===== config.mk =====
export PLATFORM = sky130hd
export DESIGN_NAME = matmul_stream_controller
export DESIGN_NICKNAME = d
export VERILOG_FILES = /design/src/rtl/matmul_pkg.sv /design/src/rtl/res_stream_reader.sv /design/src/rtl/matmul_stream_controller.sv
export SDC_FILE = /design/constraint.sdc
export NUM_CORES = 1
export LEC_CHECK = 0
export CORE_UTILIZATION = 50
export DETAILED_ROUTE_END_ITERATION = 10
export PLACE_DENSITY = 0.85
export SETUP_SLACK_MARGIN = 0.4
export SKIP_CTS_REPAIR_TIMING = 1
export SYNTH_ARGS = -nofsm -noshare
export SYNTH_HDL_FRONTEND = slang
export SYNTH_SLANG_ARGS = --single-unit

===== constraint.sdc =====
create_clock -name clk -period 3.3 [get_ports clk]
set_clock_uncertainty 0.2 [all_clocks]
set_input_delay 0.99 -clock clk [delete_from_list [all_inputs] [get_ports clk]]
set_output_delay 0.99 -clock clk [all_outputs]
set_load 0.005 [all_outputs]

===== src/rtl/matmul_pkg.sv =====
// Shared constants for the matmul stream controller: default geometry, frame sizes and
// the state codes used by the top-level sequencer and the result reader.
package matmul_pkg;

  localparam int unsigned Width        = 8;
  localparam int unsigned ADepthBits   = 3;
  localparam int unsigned BDepthBits   = 2;
  localparam int unsigned ResDepthBits = 1;

  localparam int unsigned NA  = 2 ** ADepthBits;
  localparam int unsigned NB  = 2 ** BDepthBits;
  localparam int unsigned NR  = 2 ** ResDepthBits;
  localparam int unsigned NIN = NA + NB;

  localparam int unsigned KW = $clog2(NIN + 1);
  localparam int unsigned JW = $clog2(NR + 1);

  localparam logic [2:0] StIdle       = 3'd0;
  localparam logic [2:0] StReadInputs = 3'd1;
  localparam logic [2:0] StCompute    = 3'd2;
  localparam logic [2:0] StFetch      = 3'd3;
  localparam logic [2:0] StWait       = 3'd4;
  localparam logic [2:0] StSend       = 3'd5;

endpackage


===== src/rtl/res_stream_reader.sv =====
// Streams RES_RAM out over the master AXI-Stream port: FETCH, WAIT, SEND per word,
// TLAST on the final word, data held under back-pressure.
module res_stream_reader
  import matmul_pkg::*;
#(
  parameter int unsigned width          = Width,
  parameter int unsigned RES_depth_bits = ResDepthBits
) (
  input  logic                      clk,
  input  logic                      resetn,
  input  logic                      go,
  output logic                      finished,
  output logic                      RES_read_en,
  output logic [RES_depth_bits-1:0] RES_read_address,
  input  logic [width-1:0]          RES_read_data_out,
  output logic [width-1:0]          m_tdata,
  output logic                      m_tvalid,
  input  logic                      m_tready,
  output logic                      m_tlast
);

  logic [2:0]                state_q;
  logic [RES_depth_bits-1:0] j_q;
  logic [width-1:0]          m_tdata_q;
  logic                      m_tvalid_q;
  logic                      m_tlast_q;

  assign RES_read_en      = (state_q == StFetch);
  assign RES_read_address = j_q;
  assign m_tdata          = m_tdata_q;
  assign m_tvalid         = m_tvalid_q;
  assign m_tlast          = m_tlast_q;
  assign finished         = (state_q == StSend) && m_tready && m_tlast_q;

  always_ff @(posedge clk or negedge resetn) begin
    if (!resetn) begin
      state_q    <= StIdle;
      j_q        <= '0;
      m_tdata_q  <= '0;
      m_tvalid_q <= 1'b0;
      m_tlast_q  <= 1'b0;
    end else begin
      case (state_q)
        StIdle: begin
          if (go) state_q <= StFetch;
        end
        StFetch: begin
          state_q <= StWait;
        end
        StWait: begin
          // Synchronous RAM data for address j is valid in this cycle.
          m_tdata_q  <= RES_read_data_out;
          m_tvalid_q <= 1'b1;
          m_tlast_q  <= (j_q == {RES_depth_bits{1'b1}});
          state_q    <= StSend;
        end
        StSend: begin
          if (m_tready) begin
            m_tvalid_q <= 1'b0;
            m_tlast_q  <= 1'b0;
            if (m_tlast_q) begin
              j_q     <= '0;
              state_q <= StIdle;
            end else begin
              j_q     <= j_q + 1'b1;
              state_q <= StFetch;
            end
          end
        end
        default: state_q <= StIdle;
      endcase
    end
  end

endmodule


===== src/rtl/matmul_stream_controller.sv =====
// Top-level sequencer: loads A then B from the slave stream, runs the engine Start/Done
// handshake, then hands off to res_stream_reader to stream the results.
module matmul_stream_controller
  import matmul_pkg::*;
#(
  parameter int unsigned width          = Width,
  parameter int unsigned A_depth_bits   = ADepthBits,
  parameter int unsigned B_depth_bits   = BDepthBits,
  parameter int unsigned RES_depth_bits = ResDepthBits
) (
  input  logic                      clk,
  input  logic                      resetn,
  input  logic [width-1:0]          s_tdata,
  input  logic                      s_tvalid,
  output logic                      s_tready,
  input  logic                      s_tlast,
  output logic [width-1:0]          m_tdata,
  output logic                      m_tvalid,
  input  logic                      m_tready,
  output logic                      m_tlast,
  output logic                      A_write_en,
  output logic [A_depth_bits-1:0]   A_write_address,
  output logic [width-1:0]          A_write_data_in,
  output logic                      B_write_en,
  output logic [B_depth_bits-1:0]   B_write_address,
  output logic [width-1:0]          B_write_data_in,
  output logic                      RES_read_en,
  output logic [RES_depth_bits-1:0] RES_read_address,
  input  logic [width-1:0]          RES_read_data_out,
  output logic                      mm_start,
  input  logic                      mm_done
);

  localparam int unsigned NumA  = 2 ** A_depth_bits;
  localparam int unsigned NumB  = 2 ** B_depth_bits;
  localparam int unsigned NumIn = NumA + NumB;
  localparam int unsigned CntW  = $clog2(NumIn + 1);

  logic [2:0]              state_q;
  logic [CntW-1:0]         k_q;
  logic [CntW-1:0]         k_b_off;
  logic                    s_tready_q;
  logic                    mm_start_q;
  logic                    go_q;
  logic                    reader_finished;
  logic                    a_we_q, b_we_q;
  logic [A_depth_bits-1:0] a_addr_q;
  logic [B_depth_bits-1:0] b_addr_q;
  logic [width-1:0]        a_data_q, b_data_q;
  logic                    hs;
  logic                    unused_bits;

  // Framing is purely count-based, so TLAST is deliberately dropped.
  assign unused_bits = ^{s_tlast, k_b_off};

  assign hs      = s_tvalid && s_tready_q;
  assign k_b_off = k_q - CntW'(NumA);

  assign s_tready        = s_tready_q;
  assign mm_start        = mm_start_q;
  assign A_write_en      = a_we_q;
  assign A_write_address = a_addr_q;
  assign A_write_data_in = a_data_q;
  assign B_write_en      = b_we_q;
  assign B_write_address = b_addr_q;
  assign B_write_data_in = b_data_q;

  always_ff @(posedge clk or negedge resetn) begin
    if (!resetn) begin
      state_q    <= StIdle;
      k_q        <= '0;
      s_tready_q <= 1'b0;
      mm_start_q <= 1'b0;
      go_q       <= 1'b0;
      a_we_q     <= 1'b0;
      a_addr_q   <= '0;
      a_data_q   <= '0;
      b_we_q     <= 1'b0;
      b_addr_q   <= '0;
      b_data_q   <= '0;
    end else begin
      a_we_q <= 1'b0;
      b_we_q <= 1'b0;
      go_q   <= 1'b0;
      case (state_q)
        StIdle: begin
          if (s_tvalid) begin
            state_q    <= StReadInputs;
            s_tready_q <= 1'b1;
          end
        end
        StReadInputs: begin
          if (hs) begin
            if (k_q < CntW'(NumA)) begin
              a_we_q   <= 1'b1;
              a_addr_q <= k_q[A_depth_bits-1:0];
              a_data_q <= s_tdata;
            end else begin
              b_we_q   <= 1'b1;
              b_addr_q <= k_b_off[B_depth_bits-1:0];
              b_data_q <= s_tdata;
            end
            if (k_q == CntW'(NumIn - 1)) begin
              k_q        <= '0;
              s_tready_q <= 1'b0;
              state_q    <= StCompute;
            end else begin
              k_q <= k_q + 1'b1;
            end
          end
        end
        StCompute: begin
          // Done only counts once Start is actually visible to the engine.
          if (mm_start_q && mm_done) begin
            mm_start_q <= 1'b0;
            go_q       <= 1'b1;
            state_q    <= StFetch;
          end else begin
            mm_start_q <= 1'b1;
          end
        end
        StFetch: begin
          // The reader walks FETCH/WAIT/SEND; the top parks here until it finishes.
          if (reader_finished) state_q <= StIdle;
        end
        default: state_q <= StIdle;
      endcase
    end
  end

  res_stream_reader #(
    .width          (width),
    .RES_depth_bits (RES_depth_bits)
  ) u_reader (
    .clk               (clk),
    .resetn            (resetn),
    .go                (go_q),
    .finished          (reader_finished),
    .RES_read_en       (RES_read_en),
    .RES_read_address  (RES_read_address),
    .RES_read_data_out (RES_read_data_out),
    .m_tdata           (m_tdata),
    .m_tvalid          (m_tvalid),
    .m_tready          (m_tready),
    .m_tlast           (m_tlast)
  );

endmodule


==> run_1/final_congestion.png <==
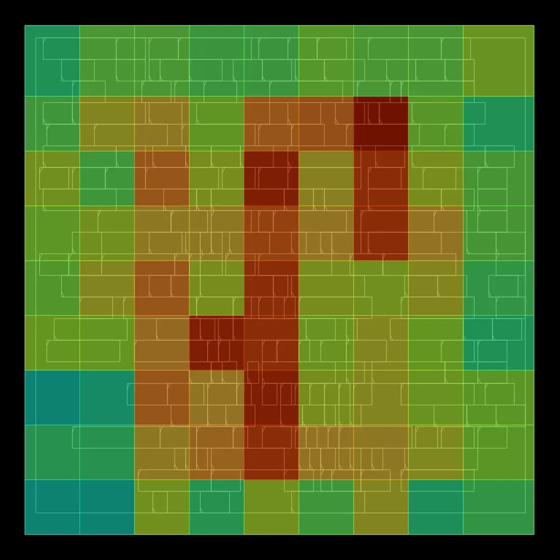
GRT busiest layer: met2
fin util: 71.3%
grt met2 use: 36.0%

==> run_1/density.png <==
Bar = 20 um. 6 x 6 tiles, from black (low) to pale yellow (high), 0 to 100% covered.
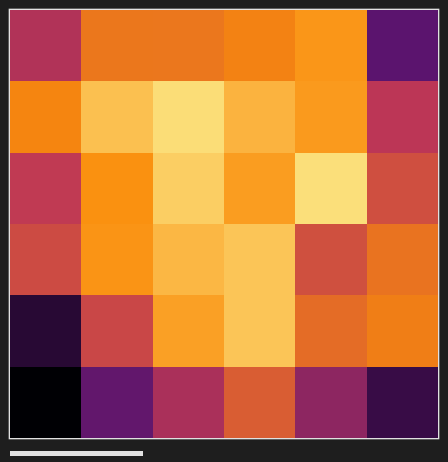
The emptiest ninth of the die: bottom left. The fullest tile reaches 93%. 2.8% of the tiles are nearly empty. The mean over all tiles is 63%.

==> run_1/met2.png <==
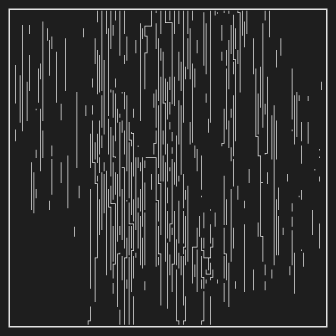
The wires run mostly vertical. The longest straight run is 32.3 um.

==> results.ini, run 1 <==
[status]
run_status=finished clean

[synthesis]
fp_nets=177
syn_inst=149
async_reset_ff_share_pct=100
avgSynthCellArea_sq_um=12.9
ys_seq_share_pct=59.7
yosys_area_sq_um=1930
logic_family=multiplexers
ys_ff=46
yosysUniqueCellTypes=29
synth-main-ff-cell=dfrtp_1
yosysTopAreaCell=dfrtp_1
ys_cells=149
ys.warnings.count=0
area_leaders=dfrtp_1, mux2_2, ha_1

[critical_path]
r2r_start=state_q[1]
crit_end=RES_read_en
r2r-end=A_write_data_in[0]
critPathSlowestCell=clkdlybuf4s50_1
crit_type=register to output port
startpoint=u_reader.state_q[0]
worst-path-buf-inv=1
endpoint_kind=output port
reg2reg_slack_ns=1.28
reg2regPathDepth=5
crit_path_start_kind=register
critPathRequiredTime_ns=2.11
critical_path.max_stage_delay_ns=0.52

[cells_and_area]
lay_top_count=clkdlybuf4s50_1
finalNetCount=238
area_growth_pct=36.4
comb_area_share_pct=27.3
fillCellCount=268
dominant-cell-class=registers
flops=46
clock_area_share_pct=4.04
seq_area_sq_um=1150
n_antenna_cell=0
lay_top_cells=clkdlybuf4s50_1, dfrtp_1, mux2_2, nand2_1, o21ai_0
final_design_area_no_fill_sq_um=2630
logic_gates=92
clkbuf_count=7
layout-drive-gt1-share_pct=18.5

[routing]
wl_met2_mm=2.09
drt_iter0_drc=47
drc=0
drt_wl_total_mm=3.92
vias=1377
wl_met1_mm=1.47

[clock_network]
clk_pin_slew_ns=0.08
cts_tree=done
cts.root.buffer_cell=clkbuf_8

[hold_path]
hold_path_class=register to register
min_from=B_write_address[0]
whs_path_depth=2
whs_endpoint=B_write_address[0]

[die]
rows=22
die_w_um=64.1
initCoreUtil_pct=52.3
fp.dieH_um=64.1
n_tap_cell=48
ios=59

[placement]
placement.cell_area_sq_um=2520
portBuffers=57

[power_and_ir_drop]
p_per_area_nw_per_um2=382
swShare_pct=19.5
powerClk_mw=0.406
p_seq_mw=0.563
sequentialPowerShare_pct=56.0
clockPowerShare_pct=40.4
internal-power_mw=0.810
vdd_drop_max_mv=0.322
top_power_group=sequential cells

[global_route]
antenna_found_initial=0
grt_pass1_wl_mm=6.56
overflow=0
grt_usage_pct=21.5

[sta]
rsz0062_at_grt=no
setup_viol=0
tns_ns=0
tightest_slew_ns=1.00
holdWs_ns=0.292

[job]
warnings=31

run 1: flip-flops by register name, summed over array words and instances, names as in the netlist, 2 cells and up:
| name | flops |
|---|---|
| B_write_data_in | 8 |
| k_q | 4 |
| B_write_address | 2 |
| u_reader.m_tdata | 8 |
| A_write_address | 3 |
| A_write_data_in | 8 |
| state_q | 2 |
| u_reader.state_q | 3 |
run 1: per-stage QoR:
step                      setup slack (ns)  cells
after floorplan                       1.14    149
after global placement               0.523    251
after detailed placement             0.509    251
after CTS                            0.614    259
after global routing                 0.499    259
final                                0.618    259
run 1: layer usage:
metal | GRT usage, % | vias to the layer above
li1 | - | 633
met1 | 24.2 | 685
met2 | 36.0 | 45
met3 | 5.00 | 14
met4 | 15.0 | 0
met5 | 0 | -
==> run_1/wire_density.png <==
Bar = 20 um. 13 x 13 tiles, from black (low) to pale yellow (high), scaled to the fullest tile. Values are wire area over tile area, all layers added.
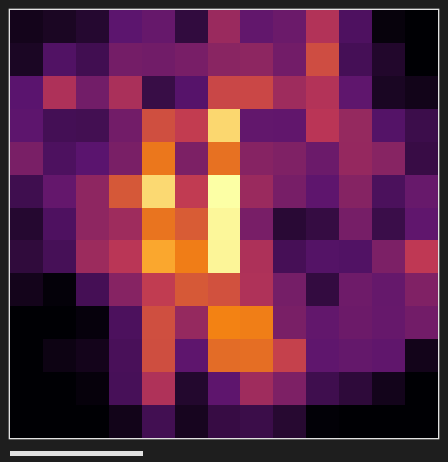

==> inputs of run 2 (changes only) <==
Settings changed: CORE_UTILIZATION 50 to 42, PLACE_DENSITY 0.85 to 0.76.
Clock period 3.3 ns to 2.4 ns, I/O delays scaled along.
==> run_2/wire_density.png <==
Bar = 20 um. 14 x 14 tiles, from black (low) to pale yellow (high), scaled to the fullest tile. Values are wire area over tile area, all layers added.
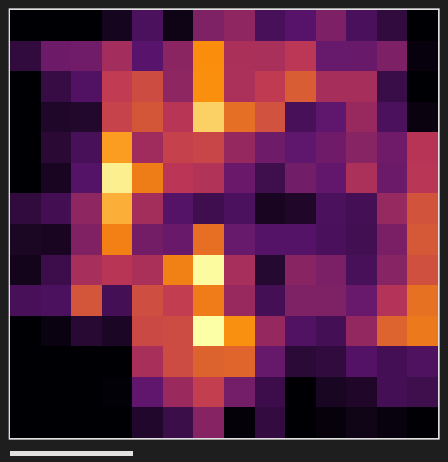
14% of the tiles are nearly empty. The densest ninth of the die: top middle. The mean over all tiles is 0.13. The fullest tile reaches 0.41.
WL/cell: 13.7 um
DR vias: 1382
WL final: 3.81 mm
gr usage total: 16.5%

==> run_2/met1.png <==
Bar = 20 um.
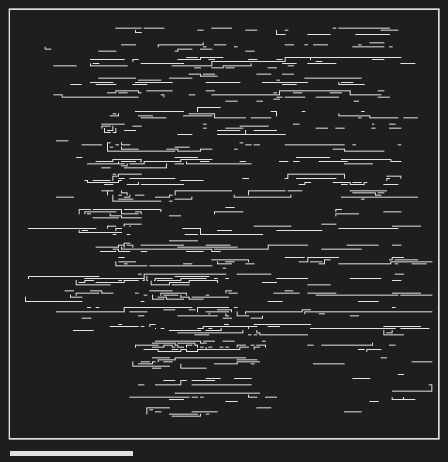
The layer carries 1630 um of wire. The wires run mostly horizontal.
GR Util met1: 20.4%

==> results.ini, run 2 <==
[status]
run_status=finished clean  ; unchanged

[placement]
pre_cts_ws_ns=-0.0297  ; was 0.509 ns
portBuffers=57  ; unchanged
dp_cells=259  ; was 251

[power_and_ir_drop]
internal-power_mw=1.00  ; was 0.810 mW
sequentialPowerShare_pct=60.9  ; was 56.0%
powerClk_mw=0.444  ; was 0.406 mW
p_seq_mw=0.774  ; was 0.563 mW
top_power_group=sequential cells  ; unchanged
vdd_drop_max_mv=0.268  ; was 0.322 mV
swShare_pct=21.0  ; was 19.5%

[routing]
drc=0  ; unchanged
wl_met1_mm=1.63  ; was 1.47 mm
wl_met2_mm=1.88  ; was 2.09 mm
drt_iter0_drc=51  ; was 47

[cells_and_area]
lay_top_count=dfrtp_1  ; was clkdlybuf4s50_1
final_design_area_no_fill_sq_um=2840  ; was 2630 sq um
layout-drive-gt1-share_pct=25.3  ; was 18.5%
n_antenna_cell=0  ; unchanged
stdcell_count=277  ; was 259
area_growth_pct=47.2  ; was 36.4%
fillCellCount=334  ; was 268
finalNetCount=253  ; was 238
fin_util_pct=64.8  ; was 71.3%

[sta]
setup_ws_ns=0.473  ; was 0.618 ns
holdWs_ns=0.169  ; was 0.292 ns
tightest_slew_ns=0.481  ; was 1.00 ns
setup_viol=0  ; unchanged
tns_ns=0  ; unchanged

[critical_path]
critical_path.max_stage_delay_ns=0.40  ; was 0.52 ns
endpoint_kind=output port  ; unchanged
crit_end=RES_read_en  ; unchanged
startpoint=u_reader.state_q[1]  ; was u_reader.state_q[0]
worst-path-buf-inv=1  ; unchanged
crit_type=register to output port  ; unchanged
reg2regPathDepth=5  ; unchanged
crit_path_start_kind=register  ; unchanged
critPathSlowestCell=dfrtp_1  ; was clkdlybuf4s50_1
r2r_start=state_q[0]  ; was state_q[1]

[clock_network]
cts.root.buffer_cell=clkbuf_8  ; unchanged
clk_pin_slew_ns=0.08  ; about the same
cts_tree=done  ; unchanged

[die]
die_w_um=69.8  ; was 64.1 um
rows=24  ; was 22

[synthesis]
yosysTopAreaCell=dfrtp_1  ; unchanged
ys_cells=149  ; unchanged
syn_inst=149  ; unchanged
fp_nets=177  ; unchanged
ys.warnings.count=0  ; unchanged
ys_ff=46  ; unchanged
yosysUniqueCellTypes=29  ; unchanged
async_reset_ff_share_pct=100  ; unchanged

[global_route]
antenna_found_initial=0  ; unchanged
top_usage_layer=met2  ; unchanged
grt_pass1_wl_mm=6.24  ; was 6.56 mm
grtUsageMet3_pct=5.52  ; was 5.00%
overflow=0  ; unchanged

[job]
warnings=31  ; unchanged

==> run_2/met2.png <==
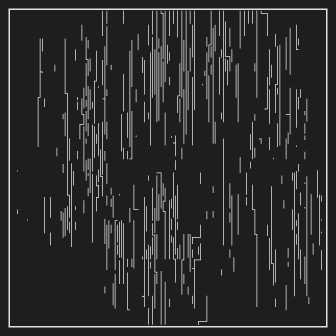
grt met2 use: 26.4%

## run 2: area by class of cell
cell class | count | area, sq um | share of cell area, %
inverters | 8 | 30.0 | 1.06
flip-flops and latches | 46 | 1150 | 40.6
clock buffers | 6 | 72.6 | 2.56
multi-input cells | 92 | 721 | 25.4
well taps | 52 | 65.1 | 2.29
repair buffers | 72 | 791 | 27.8
clock inverters | 1 | 7.51 | 0.264
## run 2: cells by family (layout without fill, tap and decap cells)
group | after synthesis | count (layout) | share of synthesized area (%)
flops | 46 | 46 | 59.7
simple gates | 35 | 35 | 9.14
fa+ha+maj | 6 | 6 | 3.89
mux | 30 | 30 | 17.6
buf+inv | 11 | 87 | 3.11
compound gates | 21 | 21 | 6.55
Power and IR drop assume default switching activity.
